## src/rtl/machina_pkg.sv

```systemverilog
// Shared types and helpers for the training datapath: Q8.8 scalar type,
// 17->16 bit saturation and the objective controller state encoding.
package machina_pkg;

  localparam int unsigned Q_FRAC_W = 8;

  typedef logic signed [15:0] q8_8_t;

  typedef enum logic [2:0] {
    ST_LOAD = 3'd0,
    ST_SUB  = 3'd1,
    ST_DEL  = 3'd2,
    ST_ACC  = 3'd3,
    ST_RPT  = 3'd4
  } obj_state_e;

  function automatic q8_8_t sat16(input logic signed [16:0] x);
    if (x > 17'sd32767) begin
      return 16'sh7FFF;
    end else if (x < -17'sd32768) begin
      return 16'sh8000;
    end else begin
      return x[15:0];
    end
  endfunction

endpackage

```

## src/rtl/sat_accumulator.sv

```systemverilog
// Unsigned saturating accumulator: load_i adds addend_i, clear_i zeroes
// (clear wins). sum_o is the saturated next value for callers that need it early.
module sat_accumulator #(
  parameter int unsigned W = 32
) (
  input  logic         clock,
  input  logic         reset,
  input  logic         clear_i,
  input  logic         load_i,
  input  logic [W-1:0] addend_i,
  output logic [W-1:0] acc_o,
  output logic [W-1:0] sum_o
);

  logic [W-1:0] acc_q;
  logic [W:0]   raw_sum;

  assign raw_sum = {1'b0, acc_q} + {1'b0, addend_i};
  assign sum_o   = raw_sum[W] ? '1 : raw_sum[W-1:0];
  assign acc_o   = acc_q;

  always_ff @(posedge clock) begin
    if (reset || clear_i) begin
      acc_q <= '0;
    end else if (load_i) begin
      acc_q <= sum_o;
    end
  end

endmodule

```

## src/rtl/objective.sv

```systemverilog
// Terminal objective for one output node: pairs product with target, returns
// the saturated Q8.8 delta while training and reports batch sum of squared error.
module objective
  import machina_pkg::*;
#(
  parameter int unsigned M = 4,
  parameter int unsigned S = Q_FRAC_W
) (
  input  logic        clock,
  input  logic        reset,
  input  logic        train,
  input  logic        product_valid,
  input  logic [15:0] product_data,
  output logic        product_ready,
  input  logic        target_valid,
  input  logic [15:0] target_data,
  output logic        target_ready,
  output logic        delta_valid,
  output logic [15:0] delta_data,
  input  logic        delta_ready,
  output logic        error_valid,
  output logic [31:0] error_data,
  input  logic        error_ready
);

  localparam int unsigned CNT_W = (M < 2) ? 1 : $clog2(M + 1);

  // Handshakes: a transfer happens on a rising clock edge where valid and
  // ready are both 1; a producer holds valid and data stable until then.

  obj_state_e         state_q;
  q8_8_t              prod_q, tgt_q, delta_q;
  logic               prod_held_q, tgt_held_q;
  logic               delta_valid_q, error_valid_q;
  logic [31:0]        error_data_q;
  logic [CNT_W-1:0]   cnt_q, cnt_d;

  logic signed [16:0] diff;
  q8_8_t              sat_diff_d;
  logic signed [31:0] delta_ext, sq_full;
  logic [31:0]        sq;
  logic               batch_done, acc_clear, acc_load;
  logic [31:0]        acc_cur, acc_sum;

  assign product_ready = (state_q == ST_LOAD) && !prod_held_q;
  assign target_ready  = (state_q == ST_LOAD) && !tgt_held_q;
  assign delta_valid   = delta_valid_q;
  assign delta_data    = delta_q;
  assign error_valid   = error_valid_q;
  assign error_data    = error_data_q;

  assign diff       = 17'(tgt_q) - 17'(prod_q);
  assign sat_diff_d = sat16(diff);

  // Squaring the registered delta: at most 2^30, so the shifted value is non-negative.
  assign delta_ext = 32'(delta_q);
  assign sq_full   = delta_ext * delta_ext;
  assign sq        = 32'(unsigned'(sq_full) >> S);

  assign cnt_d      = cnt_q + CNT_W'(1);
  assign batch_done = (cnt_d == CNT_W'(M));
  assign acc_clear  = (state_q == ST_ACC) && batch_done;
  assign acc_load   = (state_q == ST_ACC) && !batch_done;

  sat_accumulator #(.W(32)) u_acc (
    .clock    (clock),
    .reset    (reset),
    .clear_i  (acc_clear),
    .load_i   (acc_load),
    .addend_i (sq),
    .acc_o    (acc_cur),
    .sum_o    (acc_sum)
  );

  always_ff @(posedge clock) begin
    if (reset) begin
      state_q       <= ST_LOAD;
      prod_q        <= '0;
      tgt_q         <= '0;
      prod_held_q   <= 1'b0;
      tgt_held_q    <= 1'b0;
      delta_q       <= '0;
      delta_valid_q <= 1'b0;
      error_valid_q <= 1'b0;
      error_data_q  <= '0;
      cnt_q         <= '0;
    end else begin
      case (state_q)
        ST_LOAD: begin
          if (product_valid && product_ready) begin
            prod_q      <= product_data;
            prod_held_q <= 1'b1;
          end
          if (target_valid && target_ready) begin
            tgt_q      <= target_data;
            tgt_held_q <= 1'b1;
          end
          // Pairing is judged on the registered held flags, so a sample
          // completed at this edge moves on at the following one.
          if (prod_held_q && tgt_held_q) begin
            state_q <= ST_SUB;
          end
        end
        ST_SUB: begin
          delta_q       <= sat_diff_d;
          delta_valid_q <= train;
          state_q       <= train ? ST_DEL : ST_ACC;
        end
        ST_DEL: begin
          if (delta_ready) begin
            delta_valid_q <= 1'b0;
            state_q       <= ST_ACC;
          end
        end
        ST_ACC: begin
          prod_held_q <= 1'b0;
          tgt_held_q  <= 1'b0;
          if (batch_done) begin
            error_data_q  <= acc_sum;
            error_valid_q <= 1'b1;
            cnt_q         <= '0;
            state_q       <= ST_RPT;
          end else begin
            cnt_q   <= cnt_d;
            state_q <= ST_LOAD;
          end
        end
        ST_RPT: begin
          if (error_ready) begin
            error_valid_q <= 1'b0;
            state_q       <= ST_LOAD;
          end
        end
        default: begin
          state_q <= ST_LOAD;
        end
      endcase
    end
  end

  always_ff @(posedge clock) begin
    if (!reset) begin
      assert (state_q inside {ST_LOAD, ST_SUB, ST_DEL, ST_ACC, ST_RPT})
        else $fatal(1, "objective: illegal state encoding %0d", state_q);
    end
  end

endmodule
```

## config.mk

```make
export PLATFORM = sky130hd
export DESIGN_NAME = objective
export DESIGN_NICKNAME = d
export VERILOG_FILES = /design/src/rtl/machina_pkg.sv /design/src/rtl/sat_accumulator.sv /design/src/rtl/objective.sv
export SDC_FILE = /design/constraint.sdc
export NUM_CORES = 1
export LEC_CHECK = 0
export CORE_MARGIN = 2
export CORE_UTILIZATION = 45
export CTS_CLUSTER_DIAMETER = 150
export DETAILED_ROUTE_END_ITERATION = 8
export SYNTH_ARGS = -nofsm -noshare
export SYNTH_HDL_FRONTEND = slang
export SYNTH_HIERARCHICAL = 1
export SYNTH_SLANG_ARGS = --single-unit
```

## constraint.sdc

```tcl
create_clock -name clock -period 17.85 [get_ports clock]
set_input_delay 3.57 -clock clock [delete_from_list [all_inputs] [get_ports clock]]
set_output_delay 3.57 -clock clock [all_outputs]
set_load 0.01 [all_outputs]
```

run_1/clk_routes.png
Scale bar: 50 µm.
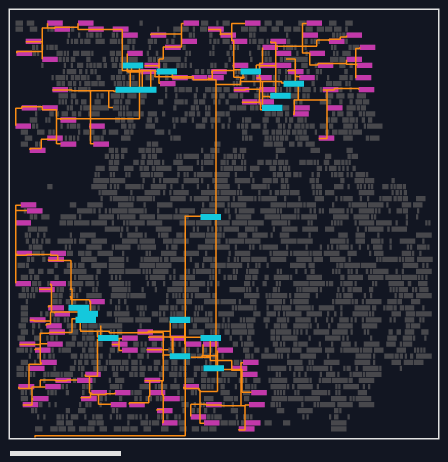
- orange: clock wires (length 2020 µm)
- magenta: flip-flops (count 122)
- cyan: clock drivers (count 17)
- routed clock nets: 18
- flops lie: all over the die

run_1/metal_density.png
The die is cut into 38 by 38 equal tiles; dark blue is low, red is high, scaled to the fullest tile. Values are wire area over tile area, all layers added.
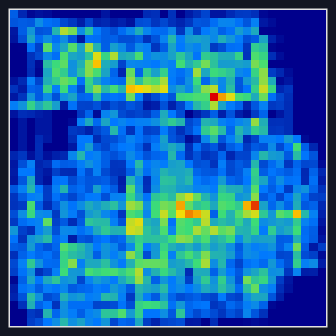
- tiles over half the peak: 8.7%
- densest ninth of the die: bottom middle
- fullest tile: 0.61
- nearly empty tiles: 12%

run_1/layer_met4.png
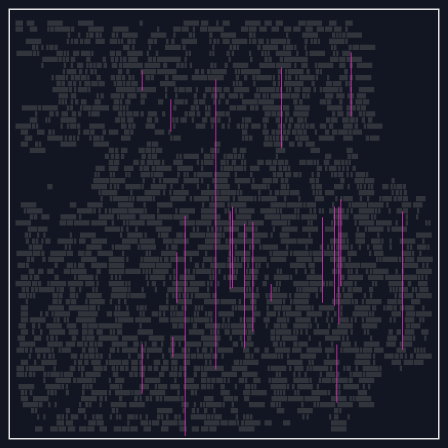
- main direction: vertical
- wire length on this layer: 813 µm

run_1/placement_by_type.png
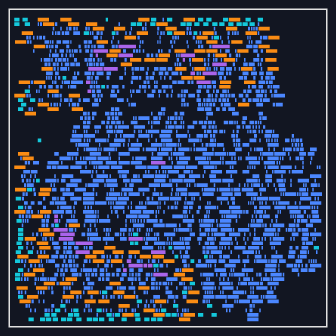
- purple: clock drivers and dummy loads (cells 31; share of their area 3.5%)
- orange: sequential cells (cells 122; share of their area 14%)
- blue: combinational and other logic (cells 1730; share of their area 77%)
- cyan: remaining buffers and delay cells (cells 103; share of their area 5.8%)

-- run 1: worst max-delay path by stage --
stage	slack [ns]	cells past startpoint	to	start
finish	8.37	34	error_data[16]	delta_data[1]
global route	7.46	29	error_data[12]	delta_data[15]
CTS	8.34	29	error_data[16]	delta_data[15]
detailed placement	8.37	29	error_data[16]	delta_data[15]
global placement	8.54	29	error_data[29]	delta_data[15]
floorplan	9.58	37	error_data[29]	delta_data[6]
-- run 1: state kept, by name, indices dropped and copies added (netlist names) --
signal       cells
prod_q          16
u_acc/acc_o     32
tgt_held_q       1
cnt_q            3
state_q          3
error_data      32
delta_valid      1
delta_data      16
prod_held_q      1
tgt_q           16
error_valid      1
==> PnR_summary.wiki, run 1 <==
== Implementation results ==
{| class="wikitable"
! Metric !! Value
|-
| FMAX || 105 MHz
|-
| Synth Area in Compound Gates || approximately an eighth
|-
| Largest area contributor in the synthesized netlist || sky130_fd_sc_hd__fa_1
|-
| Max_cap viols || 0
|-
| TritonCTS clock tree || done
|-
| Biggest area cells || sky130_fd_sc_hd__fa_1 (30%), sky130_fd_sc_hd__dfxtp_1 (15%), sky130_fd_sc_hd__ha_1 (11%)
|-
| Post-synthesis sequential element count || 122
|-
| Instance area after placement || ~17000 µm²
|-
| Worst path most repeated cell || sky130_fd_sc_hd__inv_1
|-
| Routed wire length || 36500 µm
|-
| Total number of sequential cells || 122
|-
| Yosys stat cell total || ~1.9k
|-
| GRT met2 Usage || between 30 and 40%
|-
| Remaining DRCs || 0
|-
| Total clock sinks || about 120
|-
| Average instance area after synthesis || approximately 8.3 µm²
|-
| Seq/total area || 13.7%
|-
| Largest fanout on the critical path || 23
|-
| Hold path cells || 2
|-
| Synth Seq Share || between 10% and 20%
|-
| Yosys Warn Count || 6
|-
| Placed insts || about 2.4k
|-
| Global route total overflow || 0
|-
| Worst max-slew margin expressed relative to the limit || 18.5%
|-
| Top sig layer || met4
|-
| Number of nets at the end of the flow || 2389
|-
| Multiplexer share of the synthesized area || 0.0628%
|-
| Cell row count || about 68
|-
| Status || complete, no violations
|-
| Ant diodes || 0
|-
| Startpoint of the tightest hold check path || prod_q[14]
|-
| Final RePlAce weighted congestion || roughly 0.86
|-
| Number of clock buffers in the layout || 17
|-
| Reg2Reg Depth || 34
|-
| Top cells by instance count after synthesis || sky130_fd_sc_hd__inv_1 (395), sky130_fd_sc_hd__nand2_1 (286), sky130_fd_sc_hd__fa_1 (235), sky130_fd_sc_hd__a21oi_1 (141), sky130_fd_sc_hd__ha_1 (141)
|-
| Worst-case setup margin in the final layout || approximately 8.4 ns
|-
| Slew at the pin with the worst max-slew slack || 1.22 ns
|-
| Share of power burned in the clock network || 28.6%
|-
| FF+latch area || around 2400 µm²
|-
| Core box area || about 35000 µm²
|-
| Multi-input comb cells || around 1.3k
|-
| Io pins || roughly 91
|-
| Critical-path top delay cell || sky130_fd_sc_hd__dfxtp_1
|-
| Hold Slack || between 0.4 and 0.5 ns
|-
| Via-per-instance ratio || between 5 and 6
|-
| Most repeated cell in the gate-level netlist after synthesis || sky130_fd_sc_hd__inv_1
|-
| Area occupied by multi-input gates || roughly 12000 µm²
|-
| Hold-fix buffers at CTS || 0
|}
==> run 1 -> run 2 <==
--- a/config.mk
+++ b/config.mk
@@ -9,6 +9,7 @@
 export CORE_UTILIZATION = 45
 export CTS_CLUSTER_DIAMETER = 150
 export DETAILED_ROUTE_END_ITERATION = 8
+export PLACE_DENSITY = 0.65
 export SYNTH_ARGS = -nofsm -noshare
 export SYNTH_HDL_FRONTEND = slang
 export SYNTH_HIERARCHICAL = 1
==> constraint.sdc (replaced) <==
create_clock -name clock -period 7.85 [get_ports clock]
set_input_delay 1.57 -clock clock [delete_from_list [all_inputs] [get_ports clock]]
set_output_delay 1.57 -clock clock [all_outputs]
set_load 0.01 [all_outputs]
run_2/placement_by_type.png
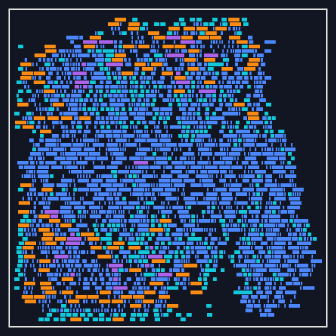
- orange: sequential cells (cells 122; share of their area 12%)
- cyan: remaining buffers and delay cells (cells 370; share of their area 16%)
- blue: combinational and other logic (cells 1730; share of their area 69%)
- purple: clock drivers and dummy loads (cells 32; share of their area 3.0%)

run_2/clocks.png
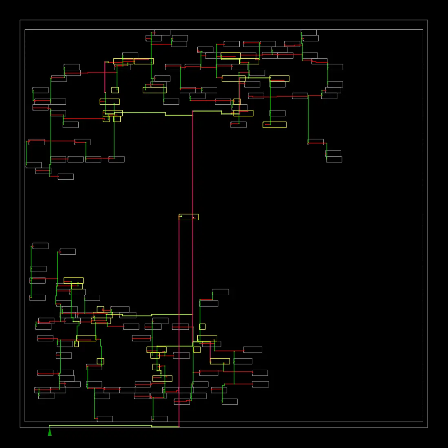
Clock Skew: 0.00818 ns
total clock sinks: 122

==> run 2 against run 1 <==
Final cell count is 11% higher; flip-flop count stayed put; clock skew is 0.0045 ns lower; area after synthesis stayed put; setup slack worse by 8.3 ns; hold slack hardly changed; core utilization is 9.3 points higher; critical path depth is 3 higher; die area stayed put.
==> PnR_summary.wiki, run 2 <==
== Implementation results ==
{| class="wikitable"
! Metric !! Value
|-
| Status || complete, no violations
|-
| Ant diodes || 0
|-
| Io pins || 91
|-
| Routed wire length || 40800 µm
|-
| Number of nets at the end of the flow || ~2.7k
|-
| Average instance area after synthesis || approximately 8.3 µm²
|-
| Worst-case setup margin in the final layout || ~0.096 ns
|-
| Instance area after placement || between 15000 and 20000 µm²
|-
| FMAX || around 130 MHz
|-
| Top sig layer || met4
|-
| Startpoint of the tightest hold check path || error_data[19]
|-
| Worst path most repeated cell || sky130_fd_sc_hd__fa_1
|-
| GRT met2 Usage || 41.3%
|-
| Max_cap viols || 0
|-
| Post-synthesis sequential element count || ~120
|-
| Global route total overflow || 0
|-
| Placed insts || around 2.6k
|-
| Start point of the critical path || delta_data[8]
|-
| Hold path cells || 2
|-
| Slew at the pin with the worst max-slew slack || approximately 1.1 ns
|-
| Hold Slack || 0.455 ns
|-
| Reg2Reg Depth || 37
|-
| Most repeated cell in the gate-level netlist after synthesis || sky130_fd_sc_hd__inv_1
|-
| Core box area || between 30000 and 40000 µm²
|-
| Worst max-slew margin expressed relative to the limit || between 20% and 30%
|-
| TritonCTS clock tree || done
|}
-- run 2: layout make-up --
type                    count  area (µm²)
multi-input cells        1334       12600
clock buffers              18         439
flip-flops and latches    122        2480
well taps                 455         569
inverters                 396        1490
repair buffers            370        3300
clock inverters            14         184
fillers                  3004       13700
-- run 2: cells by family after synthesis --
kind of cell    synth area share (%)
flops                           15.3
xor+xnor                        4.40
simple gates                    15.1
buf+inv                         11.5
fa+ha+maj                       40.6
mux                           0.0628
other cells                   0.0235
compound gates                  13.1
-- run 2: timing repair --
action                     4_1_cts  5_1_grt
gates cloned                     3        2
pin swaps                       43      108
gates resized                   79      197
buffers inserted                14       22
setup endpoints to repair       64       64
Power and IR drop assume default switching activity.
